wire_density.png
The die is cut into 23 by 23 equal tiles; dark blue is low, red is high, scaled to the fullest tile. Values are wire area over tile area, all layers added.
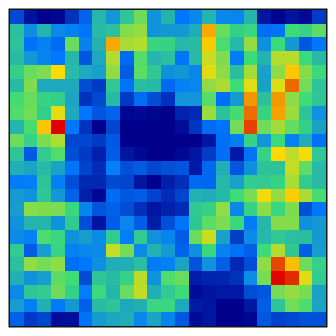
pdn.png
Scale bar: 20 um. Pins as bars on the die edge. Tap cells in grey.
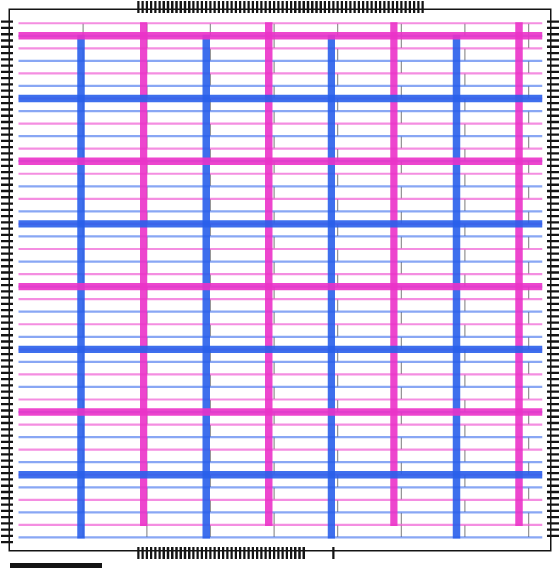
cell_classes.png
Fill, decap, tap and diode cells in grey.
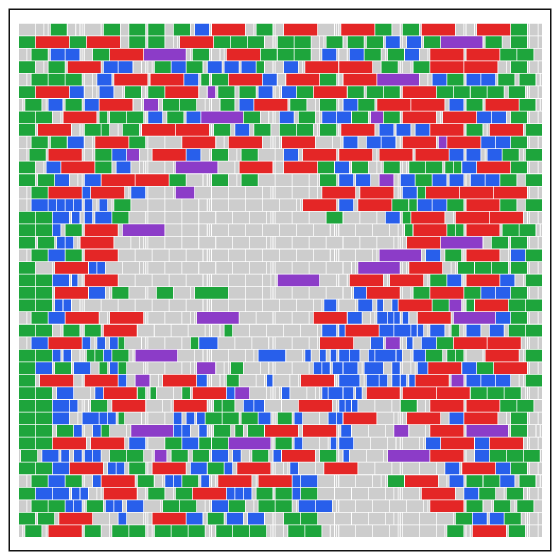
port_nets.png
Scale bar: 20 um.
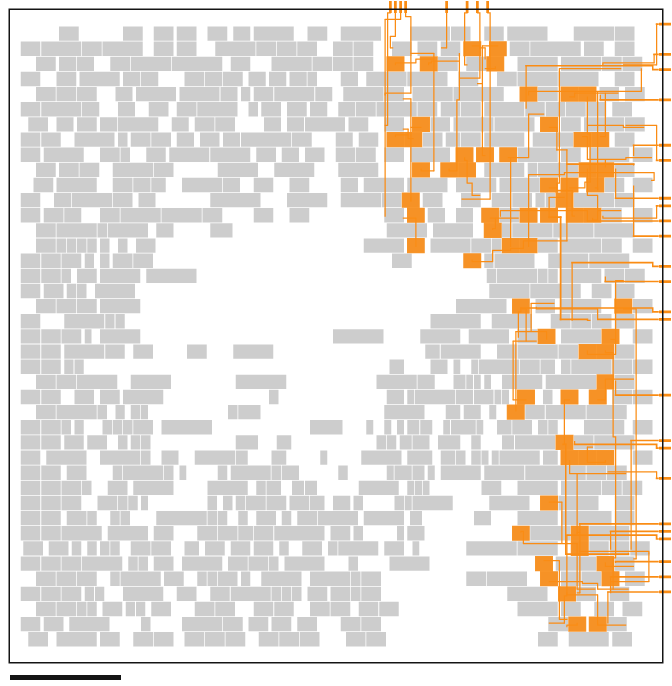
final_placement.png
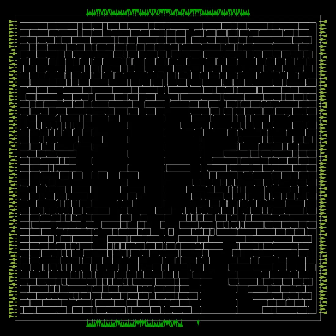
[src/rtl/mem_port_arbiter_pkg.sv]
// mem_port_arbiter_pkg: shared types and encodings for the memory port arbiter
package mem_port_arbiter_pkg;
  typedef enum logic [1:0] {ST_IDLE, ST_ISSUE, ST_WAIT} state_t;
  localparam logic OWN_IF = 1'b0;
  localparam logic OWN_DM = 1'b1;
  localparam logic [1:0] SIZE_BYTE = 2'b00;
  localparam logic [1:0] SIZE_HALF = 2'b01;
  localparam logic [1:0] SIZE_WORD = 2'b10;
  function automatic logic [1:0] norm_size(input logic [1:0] s);
    return (s == SIZE_BYTE || s == SIZE_HALF) ? s : SIZE_WORD;
  endfunction
endpackage

[src/rtl/mem_port_arbiter_arb_rr2.sv]
// arb_rr2: two-way round-robin pick; a tie goes to whichever side was not served last
module arb_rr2
  import mem_port_arbiter_pkg::*;
(
  input  logic i_req_if,
  input  logic i_req_dm,
  input  logic i_last,
  output logic o_any,
  output logic o_pick
);
  assign o_any  = i_req_if | i_req_dm;
  assign o_pick = (i_req_dm && (!i_req_if || i_last == OWN_IF)) ? OWN_DM : OWN_IF;
endmodule

[src/rtl/mem_port_arbiter.sv]
// mem_port_arbiter: shares one variable-latency memory port between fetch and load/store,
// one transaction at a time, with a watchdog that aborts hung transactions
module mem_port_arbiter
  import mem_port_arbiter_pkg::*;
#(
  parameter int TIMEOUT_CYCLES = 64,
  parameter int ADDR_W = 32
) (
  input  logic              i_clk,
  input  logic              i_rst_n,
  input  logic              i_if_req,
  input  logic [ADDR_W-1:0] i_if_addr,
  output logic              o_if_gnt,
  output logic              o_if_rvalid,
  output logic              o_if_err,
  output logic [31:0]       o_if_rdata,
  input  logic              i_dm_req,
  input  logic [ADDR_W-1:0] i_dm_addr,
  input  logic              i_dm_we,
  input  logic [1:0]        i_dm_size,
  input  logic [31:0]       i_dm_wdata,
  output logic              o_dm_gnt,
  output logic              o_dm_rvalid,
  output logic              o_dm_err,
  output logic [31:0]       o_dm_rdata,
  output logic              o_mem_req,
  output logic [ADDR_W-1:0] o_mem_addr,
  output logic              o_mem_we,
  output logic [1:0]        o_mem_size,
  output logic [31:0]       o_mem_wdata,
  input  logic              i_mem_gnt,
  input  logic              i_mem_rvalid,
  input  logic [31:0]       i_mem_rdata,
  output logic              o_busy
);
  localparam int CW = $clog2(TIMEOUT_CYCLES + 1);
  state_t            r_state;
  logic              r_last, r_owner, r_we;
  logic [ADDR_W-1:0] r_addr;
  logic [1:0]        r_size;
  logic [31:0]       r_wdata, r_if_rdata, r_dm_rdata;
  logic [CW-1:0]     r_cnt;
  logic              r_if_rvalid, r_if_err, r_dm_rvalid, r_dm_err;
  logic              w_any, w_pick, w_start, w_done, w_tout;
  arb_rr2 u_arb (
    .i_req_if(i_if_req),
    .i_req_dm(i_dm_req),
    .i_last  (r_last),
    .o_any   (w_any),
    .o_pick  (w_pick)
  );
  // grant is combinational but suppressed while reset is being applied
  assign w_start     = i_rst_n && r_state == ST_IDLE && w_any;
  assign w_done      = r_state == ST_WAIT && i_mem_rvalid;
  assign w_tout      = r_state != ST_IDLE && r_cnt == CW'(TIMEOUT_CYCLES - 1) && !w_done;
  assign o_if_gnt    = w_start && w_pick == OWN_IF;
  assign o_dm_gnt    = w_start && w_pick == OWN_DM;
  assign o_mem_req   = r_state == ST_ISSUE;
  assign o_mem_addr  = r_addr;
  assign o_mem_we    = r_we;
  assign o_mem_size  = r_size;
  assign o_mem_wdata = r_wdata;
  assign o_busy      = r_state != ST_IDLE;
  assign o_if_rvalid = r_if_rvalid;
  assign o_if_err    = r_if_err;
  assign o_if_rdata  = r_if_rdata;
  assign o_dm_rvalid = r_dm_rvalid;
  assign o_dm_err    = r_dm_err;
  assign o_dm_rdata  = r_dm_rdata;
  always_ff @(posedge i_clk) begin
    if (!i_rst_n) begin
      r_state     <= ST_IDLE;
      r_cnt       <= '0;
      r_last      <= OWN_IF;
      r_owner     <= OWN_IF;
      r_addr      <= '0;
      r_we        <= 1'b0;
      r_size      <= 2'b00;
      r_wdata     <= '0;
      r_if_rvalid <= 1'b0;
      r_if_err    <= 1'b0;
      r_if_rdata  <= '0;
      r_dm_rvalid <= 1'b0;
      r_dm_err    <= 1'b0;
      r_dm_rdata  <= '0;
    end else begin
      r_if_rvalid <= 1'b0;
      r_if_err    <= 1'b0;
      r_dm_rvalid <= 1'b0;
      r_dm_err    <= 1'b0;
      case (r_state)
        ST_IDLE: if (w_any) begin
          r_state <= ST_ISSUE;
          r_cnt   <= '0;
          r_owner <= w_pick;
          r_addr  <= (w_pick == OWN_DM) ? i_dm_addr : i_if_addr;
          r_we    <= (w_pick == OWN_DM) && i_dm_we;
          r_size  <= (w_pick == OWN_DM) ? norm_size(i_dm_size) : SIZE_WORD;
          r_wdata <= (w_pick == OWN_DM) ? i_dm_wdata : '0;
        end
        ST_ISSUE: begin
          r_cnt <= r_cnt + 1'b1;
          if (i_mem_gnt) r_state <= ST_WAIT;
        end
        default: r_cnt <= r_cnt + 1'b1;
      endcase
      // completion and abort both retire the transaction; abort returns zero data
      if (w_done || w_tout) begin
        r_state <= ST_IDLE;
        r_last  <= r_owner;
        if (r_owner == OWN_DM) begin
          r_dm_rvalid <= 1'b1;
          r_dm_err    <= w_tout;
          r_dm_rdata  <= (w_done && !r_we) ? i_mem_rdata : '0;
        end else begin
          r_if_rvalid <= 1'b1;
          r_if_err    <= w_tout;
          r_if_rdata  <= w_done ? i_mem_rdata : '0;
        end
      end
    end
  end
endmodule
[config.mk]
export PLATFORM = sky130hd
export DESIGN_NAME = mem_port_arbiter
export DESIGN_NICKNAME = d
export VERILOG_FILES = /design/src/rtl/mem_port_arbiter_pkg.sv /design/src/rtl/mem_port_arbiter_arb_rr2.sv /design/src/rtl/mem_port_arbiter.sv
export SDC_FILE = /design/constraint.sdc
export NUM_CORES = 1
export LEC_CHECK = 0
export CAP_MARGIN = 20
export CORE_MARGIN = 1.5
export CORE_UTILIZATION = 38
export CTS_BUF_LIST = sky130_fd_sc_hd__clkbuf_16
export DETAILED_ROUTE_END_ITERATION = 8
export GPL_TIMING_DRIVEN = 0
export PLACE_DENSITY = 0.9
export SYNTH_ARGS = -nofsm -noshare
export SYNTH_HDL_FRONTEND = slang
export SYNTH_SLANG_ARGS = --single-unit
[constraint.sdc]
create_clock -name i_clk -period 2 [get_ports i_clk]
set_input_delay 0.2 -clock i_clk [delete_from_list [all_inputs] [get_ports i_clk]]
set_output_delay 0.2 -clock i_clk [all_outputs]
set_load 0.005 [all_outputs]
==> results.json <==
{
  "setup_violations": 0,
  "cts_sinks": 146,
  "placed_cell_area_sq_um": 7920,
  "finalWirelength_um": 17100,
  "grt_start_max_net_pins": 19,
  "nets": 869,
  "chipArea_sq_um": 13700,
  "die_y_um": 117,
  "synth.net_count": 574,
  "synthTopCellsByArea": "dfxtp_1 59%, a22o_1 17%, mux2i_1 6.5%",
  "worstPathMaxFanout": 7,
  "grt_pass1_vias": 4794,
  "min_from": "i_dm_wdata[27]",
  "peakVddDrop_mv": 0.586,
  "fp-utilization": 0.391,
  "worstReg2RegStart": "r_cnt[0]",
  "drive_above_1_share": 0.0968,
  "fin_total_pwr_w": 0.00736,
  "synth_area_leader_cell": "dfxtp_1",
  "syn_area_sq_um": 4950,
  "final_core_util": 0.671,
  "dr.pass1.iters": 4,
  "synth_flop_count": 146,
  "max_cap_violations": 0,
  "yosys_warnings": 0,
  "ys_types": 37,
  "fmax_mhz": 523,
  "ios": 276,
  "grt_first_pass_wirelength_um": 24900,
  "power.leakage_nw": 3.35,
  "flop_area_sq_um": 2920,
  "num_antenna_cells": 0,
  "power_density_nw_per_um2": 865,
  "status": "completed",
  "crit_required_ps": 1800
}
Back to the opening pictures, wire_density.png:
tiles over half the peak = 22%
nearly empty tiles = 5.7%
mean over tiles = 0.21

Back to the opening pictures, pdn.png:
VSS -> blue
VDD -> magenta
tap cells = 172
signal pins = 276
met1 rails = 42

Back to the opening pictures, cell_classes.png:
all other logic -> blue  # cells 256, share of their area 23%
clock drivers and dummy loads -> purple  # cells 32, share of their area 6.6%
other buffers and delay cells -> green  # cells 310, share of their area 36%
flip-flops -> red  # cells 146, share of their area 35%

Back to the opening pictures, port_nets.png:
i_mem_rdata -> orange  # bits 32, direction input, edge 24 right, 8 top, end cells 64, buffers 32, wire 1420 um

Back to the opening pictures, final_placement.png:
number of fill cells in the layout: 935
n_taps: 172
core area: 12700 sq um
num rows: 41

## power by group
group / leakage [nW] / internal [W] / total (W) / switching (W)
clock network: 0.257 / 0.00162 / 0.00297 / 0.00135
registers: 1.19 / 0.00309 / 0.00320 / 0.000111
logic: 1.90 / 0.000718 / 0.00119 / 0.000473
total: 3.35 / 0.00542 / 0.00736 / 0.00193
## per-stage QoR
stage                     instances  hold WS (ps)  worst slack, ps  TNS [ps]
after floorplan                 436           333              514         0
after global placement          883           449             -384     -7100
after detailed placement        883           456             -419     -6770
after CTS                       916           356             71.0         0
after global routing            916           361             13.7         0
final                           916           381             89.0         0
## routing by layer
| metal | track usage | wire length, um | share of wire | vias up |
|---|---|---|---|---|
| met3 | 0.0896 | 1620 | 0.095 | 45 |
| met4 | 0.117 | 566 | 0.033 | 0 |
| met5 | 0 | 0 | 0 | - |
| li1 | - | - | - | 2230 |
| met2 | 0.425 | 8480 | 0.50 | 277 |
| met1 | 0.253 | 6430 | 0.38 | 2304 |
## final cells by class
type	count	area share
sequential	146	0.344
timing repair buffer	277	0.325
tap	172	0.0253
multi-input combinational	251	0.218
inverter	5	0.00221
clock buffer	17	0.0500
clock inverter	15	0.0144
buffer	33	0.0213
## worst paths after layout
path | slack (ps) | cells past startpoint | end
min | 380 | 2 | o_mem_wdata[27]
max | 90 | 3 | o_busy
max reg2reg | 200 | 6 | o_if_rdata[21]
min reg2reg | 470 | 1 | o_mem_size[0]
## repair_timing
item,CTS,global route
resized,10,1
setup endpoints to repair,3,1
pin swaps,1,0
buffers inserted,2,0
## synthesized netlist by cell type
master    count
a21boi_0      1
a21o_1        1
a21oi_1      36
a21oi_2       1
a22o_1       97
a31o_2        1
a31oi_1       2
a32o_1        1
and2_1        1
and3_1        1
buf_2        28
buf_4         3
clkbuf_1      3
dfxtp_1     146
ha_1          1
inv_1         5
mux2i_1      32
nand2_1      10
nand2b_1      1
nand3_1       1
nand3b_1      1
nand4_1       2
nand4b_1      1
nor2_1       12
nor2b_1       1
nor3_1        1
nor3_2        1
o211ai_1      2
o211ai_2      1
o21a_1        1
o21ai_0      31
o21ai_1       3
o41ai_1       1
or2_2         2
or3_1         1
xnor2_1       1
xor2_1        2
## worst max-delay path, stage by stage (launching register included)
cell             delay (ps)
dfxtp_1                 460
nor2_4                  110
inv_1                   170
clkdlybuf4s50_1         540
## flip-flops by register name, indices dropped and copies added (netlist names)
signal       count
o_mem_size       2
r_cnt            7
o_mem_addr      32
o_dm_rvalid      1
o_if_rvalid      1
r_state          2
r_owner          1
o_dm_rdata      32
o_if_err         1
o_if_rdata      32
o_dm_err         1
r_last           1
o_mem_wdata     32
o_mem_we         1
## cells by family after synthesis
kind of cell,Yosys count,synth area share
compound gates,179,0.262
flops,146,0.591
buf+inv,39,0.0389
simple gates,36,0.0354
mux,32,0.0647
xor+xnor,3,0.00531
fa+ha+maj,1,0.00253
Power and IR drop assume default switching activity.
